[src/rtl/uart_rx_byte.sv]
// uart_rx_byte: 8N1 UART receiver with mid-bit sampling, start-glitch rejection and framing-error flag
module uart_rx_byte #(
  parameter int CLKS_PER_BIT = 434
) (
  input  logic       clk,
  input  logic       rst,
  input  logic       rx_serial,
  output logic       rx_dv,
  output logic [7:0] rx_byte,
  output logic       frame_err,
  output logic       busy
);
  localparam int CW = $clog2(CLKS_PER_BIT);
  localparam logic [CW-1:0] HALF = CW'((CLKS_PER_BIT - 1) / 2);
  localparam logic [CW-1:0] LAST = CW'(CLKS_PER_BIT - 1);
  typedef enum logic [2:0] {IDLE, START, DATA, STOP, WAIT_IDLE} state_t;
  state_t state, state_n;
  logic rx_m, rx_s;
  logic [CW-1:0] clk_cnt, clk_cnt_n;
  logic [2:0] idx, idx_n;
  logic [7:0] sh, sh_n, byte_n;
  logic dv_n, fe_n;
  // two-flop synchroniser, reset to the idle-high line level
  always_ff @(posedge clk or posedge rst) begin
    if (rst) begin
      rx_m <= 1'b1;
      rx_s <= 1'b1;
    end else begin
      rx_m <= rx_serial;
      rx_s <= rx_m;
    end
  end
  // state, counters, shift register and registered strobes
  always_ff @(posedge clk or posedge rst) begin
    if (rst) begin
      state     <= IDLE;
      clk_cnt   <= '0;
      idx       <= '0;
      sh        <= '0;
      rx_byte   <= '0;
      rx_dv     <= 1'b0;
      frame_err <= 1'b0;
    end else begin
      state     <= state_n;
      clk_cnt   <= clk_cnt_n;
      idx       <= idx_n;
      sh        <= sh_n;
      rx_byte   <= byte_n;
      rx_dv     <= dv_n;
      frame_err <= fe_n;
    end
  end
  // next-state: wait half a bit to confirm the start, then sample each bit one bit-time later
  always_comb begin
    state_n   = state;
    clk_cnt_n = clk_cnt;
    idx_n     = idx;
    sh_n      = sh;
    byte_n    = rx_byte;
    dv_n      = 1'b0;
    fe_n      = 1'b0;
    case (state)
      IDLE: begin
        clk_cnt_n = '0;
        if (!rx_s) state_n = START;
      end
      START: begin
        clk_cnt_n = clk_cnt + 1'b1;
        if (clk_cnt == HALF) begin
          clk_cnt_n = '0;
          idx_n     = '0;
          state_n   = rx_s ? IDLE : DATA;
        end
      end
      DATA: begin
        clk_cnt_n = clk_cnt + 1'b1;
        if (clk_cnt == LAST) begin
          clk_cnt_n = '0;
          sh_n[idx] = rx_s;
          idx_n     = idx + 3'd1;
          if (idx == 3'd7) state_n = STOP;
        end
      end
      STOP: begin
        clk_cnt_n = clk_cnt + 1'b1;
        if (clk_cnt == LAST) begin
          clk_cnt_n = '0;
          byte_n    = rx_s ? sh : rx_byte;
          dv_n      = rx_s;
          fe_n      = !rx_s;
          state_n   = rx_s ? IDLE : WAIT_IDLE;
        end
      end
      WAIT_IDLE: begin
        clk_cnt_n = '0;
        if (rx_s) state_n = IDLE;
      end
      default: state_n = IDLE;
    endcase
  end
  assign busy = (state != IDLE);
endmodule

[config.mk]
export PLATFORM = sky130hd
export DESIGN_NAME = uart_rx_byte
export DESIGN_NICKNAME = d
export VERILOG_FILES = /design/src/rtl/uart_rx_byte.sv
export SDC_FILE = /design/constraint.sdc
export NUM_CORES = 1
export LEC_CHECK = 0
export ABC_AREA = 0
export CAP_MARGIN = 40
export CORE_MARGIN = 2
export CORE_UTILIZATION = 44
export CTS_CLUSTER_SIZE = 12
export DETAILED_ROUTE_END_ITERATION = 7
export GPL_ROUTABILITY_DRIVEN = 0
export PLACE_DENSITY = 0.63
export SYNTH_ARGS = -nofsm -noshare
export SYNTH_HDL_FRONTEND = slang
export SYNTH_SLANG_ARGS = --single-unit
[constraint.sdc]
create_clock -name clk -period 4.8 [get_ports clk]
set_clock_uncertainty 0.2 [all_clocks]
set_input_delay 1.44 -clock clk [delete_from_list [all_inputs] [get_ports clk]]
set_output_delay 1.44 -clock clk [all_outputs]
set_load 0.005 [all_outputs]
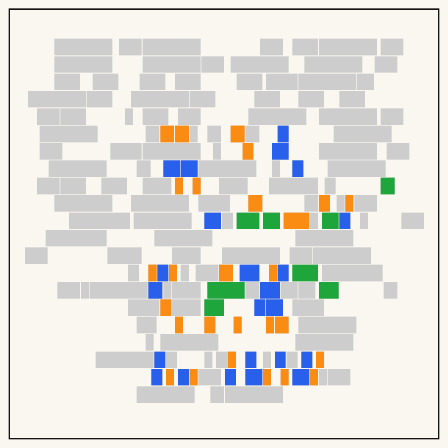
*Logic cells by family*
legend:
  and/or cells:
    colour: green
    cells: 8
  nand cells:
    colour: orange
    cells: 27
  aoi and oai cells:
    colour: blue
    cells: 23
final non-filler cell total: 220
Comb area share: 0.399

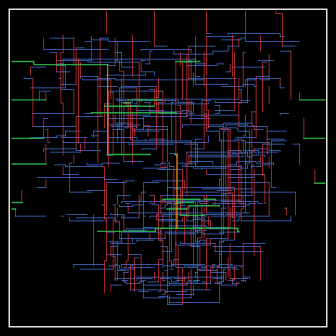
*Signal wires by layer*
legend:
  M2:
    colour: red
    wire_length: 1410 um
  M3:
    colour: green
    wire_length: 168 um
  M1:
    colour: blue
    wire_length: 1650 um
  M4:
    colour: orange
    wire_length: 34.7 um
wire per inst: 14.8 um
total wire length: 3.26 mm
gr usage total: 0.172

==> results_slide.txt <==
Implementation Results

Run status
  – Status: complete, no violations

Floorplanning
  – Die Y: 67.0 um

Cells and area
  – Non-Clock Buffer Count: 15
  – Largest class: flip-flops and latches
  – Top cells excl fill/tap: dfrtp_1 (33), nand2_1 (16), mux2_2 (15)

Critical path
  – Critical path fanouts, max: 8
  – Slowest CP cell: dfrtp_1
  – Cell Chain, Critical Path: or3_1 -> clkdlybuf4s50_1

Clock network
  – Clock transition at path regs: 0.07 ns
  – CTS max path bufs: 2

Final timing
  – Endpoints failing setup: 0
  – Hold violation total from the final report: 0
  – Unrepaired setup endpoints after global routing: no

Placed design
  – PortBufs: 13
  – Detailed-placement wirelength estimate: 2.26 mm

Yosys
  – Register area share after synthesis: 0.503
  – XORs/XNORs by Area: 0.00501
  – Cell with the most instances after synthesis: dfrtp_1

GRT
  – First-pass GRT wire length: 5.53 mm
  – M2 GR Usage: 0.243

Pwr
  – Logic pwr share: 0.020
  – Leading power group: sequential cells
  – Clock Power Share: 0.404
  – Leakage: 0.885 nW

Routing
  – Remaining DRCs: 0
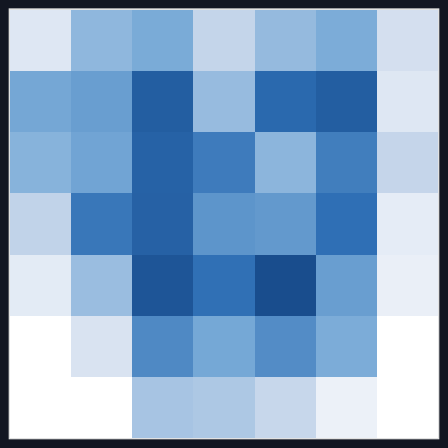
*Cell area per tile*
The die is cut into 7 by 7 equal tiles; white is low, dark blue is high, 0 to 100% covered.
nearly empty tiles: 10%
mean over tiles: 43%
emptiest ninth of the die: south-west
tiles over 75% full: 14%
fullest tile: 88%
Final Core Density: 0.535
fp util: 0.467
core area: 3740 um2

path summary, 6_finish.rpt:
path                       startpoint    endpoint  slack [ns]  cells after the start
min                              rx_m        rx_s        0.16                      0
min in group asynchronous         rst  clk_cnt[6]        1.27                      2
max in group asynchronous         rst       sh[3]        2.45                      4
max                          state[0]        busy        1.56                      2
min reg2reg                      rx_m        rx_s        0.16                      0
max reg2reg                clk_cnt[1]  rx_byte[2]        2.45                      6
through the flow:
stage,hold slack (ns),power (mW),setup WS (ns),instances,instance area [um2]
after floorplan,0.145,0.308,2.31,156,1750
after global placement,0.149,0.312,1.89,211,1900
after detailed placement,0.149,0.314,1.87,212,1920
after CTS,0.159,0.521,1.55,220,2000
after global routing,0.165,0.539,1.49,220,2000
final,0.158,0.517,1.56,220,2000
No activity file was given, so power comes from the tool's default toggle rates.
